==> run_1/clock_wires.png <==
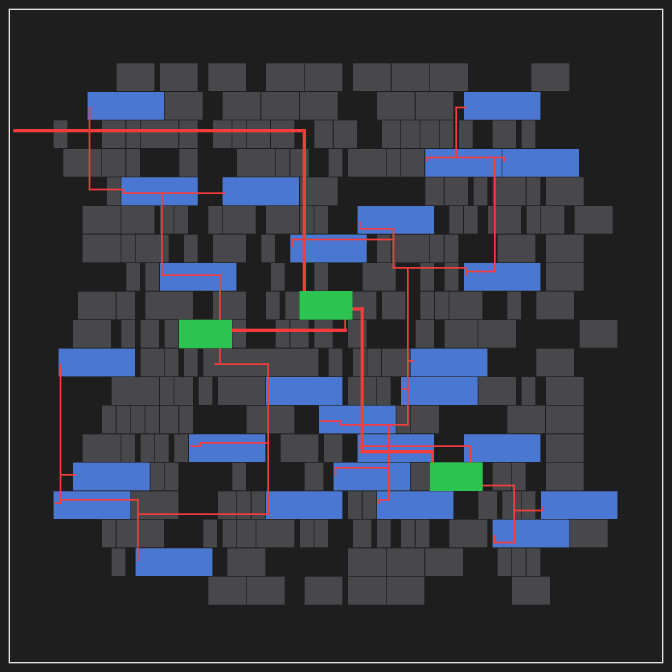
==> run_1/clock_nets.png <==
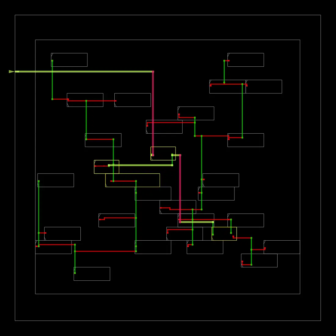
==> run_1/pinout.png <==
Pins as bars across the die edge, other pins in gray.
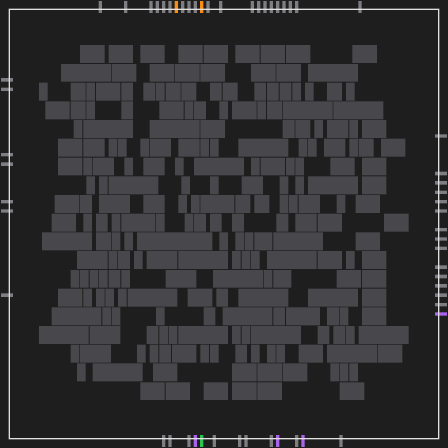
==> run_1/sizing.png <==
Scale bar: 20 um.
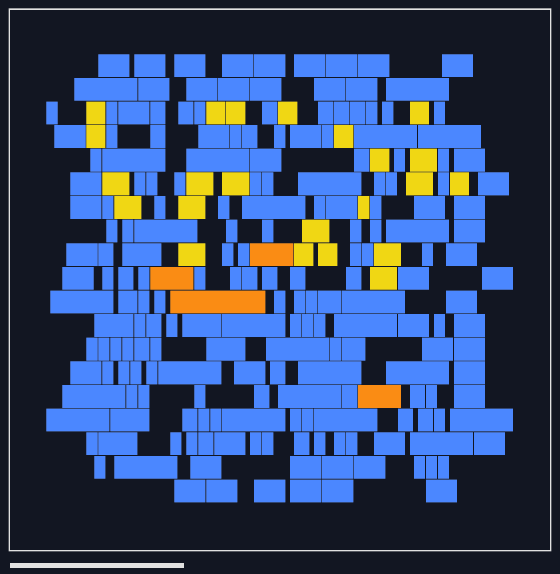
## src/rtl/mcycle_arbiter.sv

```systemverilog
// Round-robin arbiter sharing one MCycle mul/div unit between two ports.
// Optional watchdog abort: define MCYCLE_ARB_TIMEOUT_EN.
module mcycle_arbiter #(
    parameter int WIDTH          = 4,
    parameter int TIMEOUT_CYCLES = 64
) (
    input  logic             CLK,
    input  logic             RESET,
    input  logic             Req0,
    input  logic             Req1,
    input  logic [1:0]       Op0,
    input  logic [1:0]       Op1,
    input  logic [WIDTH-1:0] A0,
    input  logic [WIDTH-1:0] A1,
    input  logic [WIDTH-1:0] B0,
    input  logic [WIDTH-1:0] B1,
    output logic [1:0]       Grant,
    output logic             Done0,
    output logic             Done1,
    output logic [WIDTH-1:0] Result1,
    output logic [WIDTH-1:0] Result2,
    output logic             Err,
    output logic             MC_Start,
    output logic [1:0]       MC_Op,
    output logic [WIDTH-1:0] MC_A,
    output logic [WIDTH-1:0] MC_B,
    input  logic [WIDTH-1:0] MC_Result1,
    input  logic [WIDTH-1:0] MC_Result2,
    input  logic             MC_Busy
);

    typedef enum logic [1:0] {IDLE, ISSUE, WAIT, DONE} state_t;

    state_t           state, state_n;
    logic             last, last_n;
    logic             pick1;
    logic [1:0]       grant_n, op_n;
    logic             done0_n, done1_n, start_n;
    logic [WIDTH-1:0] a_n, b_n, r1_n, r2_n;

    // Port 1 wins when alone, or when both ask and port 0 was served last
    assign pick1 = Req1 & (~Req0 | ~last);

`ifdef MCYCLE_ARB_TIMEOUT_EN
    localparam int CW = $clog2(TIMEOUT_CYCLES + 1);
    logic [CW-1:0] cnt, cnt_n;
    logic          err_q, err_n;
    logic          tmo, abort;
    assign tmo = (cnt == CW'(TIMEOUT_CYCLES - 1));
    assign Err = err_q;
`else
    logic unused_cfg;
    assign unused_cfg = (TIMEOUT_CYCLES > 0);
    assign Err = 1'b0;
`endif

    // Next-state and next-output computation; all outputs are registered
    always_comb begin
        state_n = state;
        last_n  = last;
        grant_n = Grant;
        done0_n = 1'b0;
        done1_n = 1'b0;
        start_n = MC_Start;
        op_n    = MC_Op;
        a_n     = MC_A;
        b_n     = MC_B;
        r1_n    = Result1;
        r2_n    = Result2;
`ifdef MCYCLE_ARB_TIMEOUT_EN
        cnt_n   = cnt;
        err_n   = 1'b0;
        abort   = 1'b0;
`endif
        unique case (state)
            IDLE: begin
                if (Req0 || Req1) begin
                    state_n = ISSUE;
                    start_n = 1'b1;
                    grant_n = pick1 ? 2'b10 : 2'b01;
                    op_n    = pick1 ? Op1 : Op0;
                    a_n     = pick1 ? A1 : A0;
                    b_n     = pick1 ? B1 : B0;
`ifdef MCYCLE_ARB_TIMEOUT_EN
                    cnt_n   = '0;
`endif
                end
            end
            ISSUE: begin
                if (MC_Busy) begin
                    start_n = 1'b0;
                    state_n = WAIT;
                end
`ifdef MCYCLE_ARB_TIMEOUT_EN
                else if (tmo) begin
                    abort = 1'b1;
                end
                cnt_n = cnt + CW'(1);
`endif
            end
            WAIT: begin
                if (!MC_Busy) begin
                    r1_n    = MC_Result1;
                    r2_n    = MC_Result2;
                    done0_n = Grant[0];
                    done1_n = Grant[1];
                    state_n = DONE;
                end
`ifdef MCYCLE_ARB_TIMEOUT_EN
                else if (tmo) begin
                    abort = 1'b1;
                end
                cnt_n = cnt + CW'(1);
`endif
            end
            DONE: begin
                grant_n = 2'b00;
                last_n  = Grant[1];
                state_n = IDLE;
            end
        endcase
`ifdef MCYCLE_ARB_TIMEOUT_EN
        if (abort) begin
            start_n = 1'b0;
            r1_n    = '0;
            r2_n    = '0;
            err_n   = 1'b1;
            done0_n = Grant[0];
            done1_n = Grant[1];
            state_n = DONE;
        end
`endif
    end

    // State and output registers with synchronous active-low reset
    always_ff @(posedge CLK) begin
        if (!RESET) begin
            state    <= IDLE;
            last     <= 1'b1;
            Grant    <= 2'b00;
            Done0    <= 1'b0;
            Done1    <= 1'b0;
            MC_Start <= 1'b0;
            MC_Op    <= 2'b00;
            MC_A     <= '0;
            MC_B     <= '0;
            Result1  <= '0;
            Result2  <= '0;
`ifdef MCYCLE_ARB_TIMEOUT_EN
            cnt      <= '0;
            err_q    <= 1'b0;
`endif
        end else begin
            state    <= state_n;
            last     <= last_n;
            Grant    <= grant_n;
            Done0    <= done0_n;
            Done1    <= done1_n;
            MC_Start <= start_n;
            MC_Op    <= op_n;
            MC_A     <= a_n;
            MC_B     <= b_n;
            Result1  <= r1_n;
            Result2  <= r2_n;
`ifdef MCYCLE_ARB_TIMEOUT_EN
            cnt      <= cnt_n;
            err_q    <= err_n;
`endif
        end
    end

endmodule

```

## config.mk

```make
export PLATFORM = sky130hd
export DESIGN_NAME = mcycle_arbiter
export DESIGN_NICKNAME = d
export VERILOG_FILES = /design/src/rtl/mcycle_arbiter.sv
export SDC_FILE = /design/constraint.sdc
export NUM_CORES = 1
export LEC_CHECK = 0
export ABC_AREA = 1
export CORE_MARGIN = 4
export CORE_UTILIZATION = 44
export CTS_BUF_LIST = sky130_fd_sc_hd__clkbuf_8
export CTS_CLUSTER_DIAMETER = 40
export DETAILED_ROUTE_END_ITERATION = 7
export PLACE_DENSITY_LB_ADDON = 0.1
export SLEW_MARGIN = 10
export SYNTH_ARGS = -nofsm -noshare
export SYNTH_HDL_FRONTEND = slang
export SYNTH_SLANG_ARGS = --single-unit
```

## constraint.sdc

```tcl
create_clock -name CLK -period 3.6 [get_ports CLK]
set_clock_uncertainty 0.1 [all_clocks]
set_input_delay 1.08 -clock CLK [delete_from_list [all_inputs] [get_ports CLK]]
set_output_delay 1.08 -clock CLK [all_outputs]
set_load 0.01 [all_outputs]
```

==> run summary, run 1 <==
run results: outcome=complete, no violations, post-synthesis async set-or-reset flop share=0, Worst EP arrival=2.75 ns, sw frac=0.366, met2 Usage GRT=0.293, mi-comb count=between 100 and 150, Vias/cell=4.86, floorplan utilization=0.464, post-route setup TNS=0 ns, yosys simple share=0.340, worst slack at placement=approximately 0.62 ns, Synth flops=26, Top class by area=logic gates, Final #Nets=between 200 and 300, PwrDens=631 nW/um2, Hold Path Sink=MC_Start, setup violators final=0, fillcell total=roughly 240, Commonest Layout Cell=clkdlybuf4s50_1, # hold bufs at CTS=0, crit path buf inv count=2, Chip Area=a little under 4000 um2, Final Core Density=0.679, Ports=approximately 57, Max Slew Vio Count=0, drt pass-1 iters=4, met2 WL post-DR=between 1500 and 2000 um, Clock-cell share=0.0378, TritonCTS clock tree=yes, Post-synth EDFFs=0, Post-synth seq share=0.403, largest cells by area after synthesis=dfxtp_1, nand2_1, nor2_1, crit-path max cell delay=slightly below 0.7 ns, largest net degree at the start of global routing=16, min-delay src=MC_Start, crit path cell chain=clkdlybuf4s50_1 > o21ai_2 > inv_2 > nand2_1 > a21oi_2, Non-Filler Instances=257, R2R cell count=6, register clock-pin slew on the reported worst setup and hold paths=approximately 0.090 ns, gr busiest metal=met2, syn avg cell area=7.34 um2, # Taps=31, chip area line of the yosys report=between 1000 and 1500 um2, Req. time, crit path=approximately 3.6 ns, Clock Sink Count=26, Yosys cell types=19, sw power=0.000436 W, Comb. pwr=~0.00054 W, Hold Fails Final Rpt=0, Data buffer area share=0.292, Comb power frac=0.451, Setup crit end kind=register, Max Fclk=0.369 GHz, Top Layer Used=met4, VDD IR-drop max=about 0.61 mV, commonest cells in the synthesized netlist=nand2_1, dfxtp_1, nor2_1, Logic area=between 600 and 700 um2, Overall Power=about 0.0012 W, Reg2Reg Setup Slack=approximately 1.9 ns, Floorplan Nets=~220, most instantiated logic cells after routing=clkdlybuf4s50_1, nand2_1, dfxtp_1, Hold Crit Class=register to register, Worst Tran Pin Value=between 0.5 and 0.6 ns, R2R Path Start=state[0], wire length on met1=1470 um, max_slew headroom=0.605, CP startpoint=Req1, antenna cells=0, cts bufs inserted=3, XOR Share, Synth=0, met3 WL post-DR=about 150 um, Setup crit end=MC_Op[1], dominant synthesized flop cell=dfxtp_1, worst-path maximum fanout=14, Core ar.=2780 um2, Slowest-stage cell, CP=clkdlybuf4s50_1, fin crit share=0.753, GPL Wtd Cong=approximately 0.84, RSZ-0062 raised after global routing=no, gr ovfl total=0, DP Area=~1800 um2, met3 usage=0.0541, flip-flops=26, Crit path depth=5, Synth warnings=0, Post-Synth AOI/OAI Area=0.117, invs w/o clock=10, setup bufs post-CTS=0, fin area=1890 um2, layout cells sized above 1=0.119, GR Util met1=0.223, cts repair resizes=0, Site Rows=19, DP Wirelength=2540 um, Root Driver=clkbuf_8, initial drt markers=38, DRC errors left=0, RR Endpoint=MC_Op[1], Sequential Area=520 um2, Power Internal=0.000755 W, post-route ant nets=0, CP Launch Type=input port, fraction of area in registers=0.276, first-pass GRT wire length=around 5700 um, top-count cell post-synth=nand2_1
## Picture notes: clock_wires.png
Blue stands for flip-flops, count 26. Red stands for clock wires, length 318 um. Green stands for clock-net drivers, count 3.
There are 4 routed clock nets.
Clk network pwr share: 0.204
clock distribution power: 0.000243 W

## Picture notes: clock_nets.png
clk latency late pin: 0.27 ns
Clock buffer cells: 3

## Picture notes: pinout.png
Green stands for Req0, pins 1, direction input, edge bottom. Purple stands for Result1, pins 4, direction output, edge 3 bottom, 1 right. Orange stands for Op1, pins 2, direction input, edge top.
Buffers on Ports: 55
die span in y: 62.2 um
Die W: 62.2 um

## Picture notes: sizing.png
Orange stands for x6 and larger, cells 4. Yellow stands for x2, cells 23. Blue stands for x1 and smaller, cells 199.
area grow syn2layout: 46.2%
Final WS setup: 0.889 ns
Repair and plain buffers: 55

==> run_1/class_map.png <==
Scale bar: 20 um.
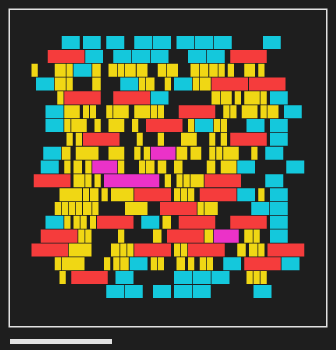

==> inputs of run 2 (changes only) <==
--- a/config.mk
+++ b/config.mk
@@ -7,7 +7,7 @@
 export LEC_CHECK = 0
 export ABC_AREA = 1
 export CORE_MARGIN = 4
-export CORE_UTILIZATION = 44
+export CORE_UTILIZATION = 39
 export CTS_BUF_LIST = sky130_fd_sc_hd__clkbuf_8
 export CTS_CLUSTER_DIAMETER = 40
 export DETAILED_ROUTE_END_ITERATION = 7
==> constraint.sdc (replaced) <==
create_clock -name CLK -period 2.25 [get_ports CLK]
set_clock_uncertainty 0.1 [all_clocks]
set_input_delay 0.675 -clock CLK [delete_from_list [all_inputs] [get_ports CLK]]
set_output_delay 0.675 -clock CLK [all_outputs]
set_load 0.01 [all_outputs]
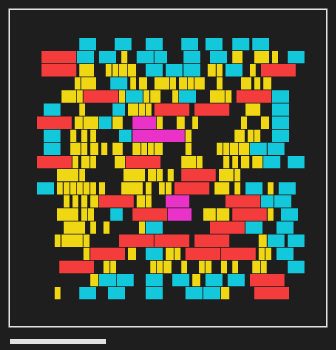
(run_2/class_map.png)
Scale bar: 20 um.
Red stands for sequential cells, cells 26, share of their area 27%. Cyan stands for remaining buffers and delay cells, cells 61, share of their area 31%. Yellow stands for remaining logic cells, cells 141, share of their area 37%. Magenta stands for clock drivers and dummy loads, cells 4, share of their area 3.8%.
fin area: 1950 um2
Site Rows: 20
fraction of area in registers: 0.267

==> run summary, run 2 <==
run results: R2R cell count=6 (unchanged), Setup crit end=Grant[1] (was MC_Op[1]), top-count cell post-synth=nand2_1 (unchanged), Top Layer Used=met4 (unchanged), Comb. pwr=0.000908 W (was 0.000538 W), VDD IR-drop max=0.718 mV (was 0.614 mV), RSZ-0062 raised after global routing=no (unchanged), Power Internal=0.00124 W (was 0.000755 W), largest net degree at the start of global routing=16 (unchanged), Top class by area=logic gates (unchanged), Clock Sink Count=26 (unchanged), Clk network pwr share=0.197 (was 0.204), invs w/o clock=10 (unchanged), crit-path max cell delay=0.56 ns (was 0.68 ns), GR Util met1=0.193 (was 0.223), gr ovfl total=0 (unchanged), mi-comb count=131 (unchanged), post-synthesis async set-or-reset flop share=0 (unchanged), R2R Path Start=state[0] (unchanged), Slowest-stage cell, CP=clkdlybuf4s50_1 (unchanged), met2 WL post-DR=1670 um (was 1600 um), Non-Filler Instances=276 (was 257), register share of total power=0.337 (was 0.345), met3 WL post-DR=193 um (was 148 um), crit path cell chain=clkdlybuf4s50_1 (was clkdlybuf4s50_1 > o21ai_2 > inv_2 > nand2_1 > a21oi_2), layout cells sized above 1=0.142 (was 0.119), antenna cells=0 (unchanged), min-delay src=MC_Start (unchanged), fillcell total=316 (was 239), CP startpoint=Grant[1] (was Req1), XOR Share, Synth=0 (unchanged), setup violators final=0 (unchanged), Final Core Density=0.628 (was 0.679), initial drt markers=85 (was 38), outcome=complete, no violations (unchanged), Final #Nets=272 (was 266), commonest cells in the synthesized netlist=nand2_1, dfxtp_1, nor2_1 (unchanged), Clock-cell share=0.0366 (was 0.0378), Yosys cell types=19 (unchanged), sw frac=0.362 (was 0.366), gr busiest metal=met2 (unchanged), Hold Path Sink=MC_Start (unchanged), Logic area=669 um2 (unchanged), Data buffer area share=0.306 (was 0.292), fin crit share=0.884, Synth warnings=0 (unchanged), yosys simple share=0.340 (unchanged), Max Fclk=approximately 0.50 GHz, Root Driver=clkbuf_8 (unchanged), PwrDens=999 nW/um2 (was 631 nW/um2), post-route setup TNS=0 ns (unchanged), sw power=0.000705 W (was 0.000436 W), worst-path maximum fanout=4 (was 14), Synth flops=26 (unchanged), DP Area=1880 um2 (was 1820 um2), Max Slew Vio Count=0 (unchanged), # hold bufs at CTS=0 (unchanged), Repair and plain buffers=61 (was 55), TritonCTS clock tree=yes (unchanged), first-pass GRT wire length=5780 um (was 5750 um), Worst EP arrival=1.21 ns (was 2.75 ns), die span in y=65.5 um (was 62.2 um), Crit path depth=1 (was 5), register clock-pin slew on the reported worst setup and hold paths=0.09 ns (about the same), area grow syn2layout=51.0% (was 46.2%), RR Endpoint=MC_B[1] (was MC_Op[1]), Reg2Reg Setup Slack=0.70 ns (was 1.92 ns), crit path buf inv count=1 (was 2), kind of critical path=register to primary output (was input port to register), DP Wirelength=2590 um (was 2540 um), flip-flops=26 (unchanged), worst slack at placement=0.180 ns (was 0.623 ns), clock distribution power=0.000384 W (was 0.000243 W), Comb power frac=0.466 (was 0.451), Sequential Area=520 um2 (unchanged), Chip Area=4300 um2 (was 3870 um2), most instantiated logic cells after routing=clkdlybuf4s50_1, nand2_1, dfxtp_1 (unchanged), CP Launch Type=register (was input port), Vias/cell=4.71 (was 4.86), Req. time, crit path=1.47 ns (was 3.64 ns), largest cells by area after synthesis=dfxtp_1, nand2_1, nor2_1 (unchanged), Post-Synth AOI/OAI Area=0.117 (unchanged), cts repair resizes=0 (unchanged), setup bufs post-CTS=0 (unchanged), # Taps=44 (was 31), max_slew headroom=0.567 (was 0.605), Buffers on Ports=55 (unchanged), Worst Tran Pin Value=0.648 ns (was 0.592 ns), Hold Fails Final Rpt=0 (unchanged), drt pass-1 iters=4 (unchanged), met2 Usage GRT=0.305 (was 0.293), DRC errors left=0 (unchanged), Post-synth seq share=0.403 (unchanged)
Power figures rest on the tool's default switching activity, not on a simulated workload.
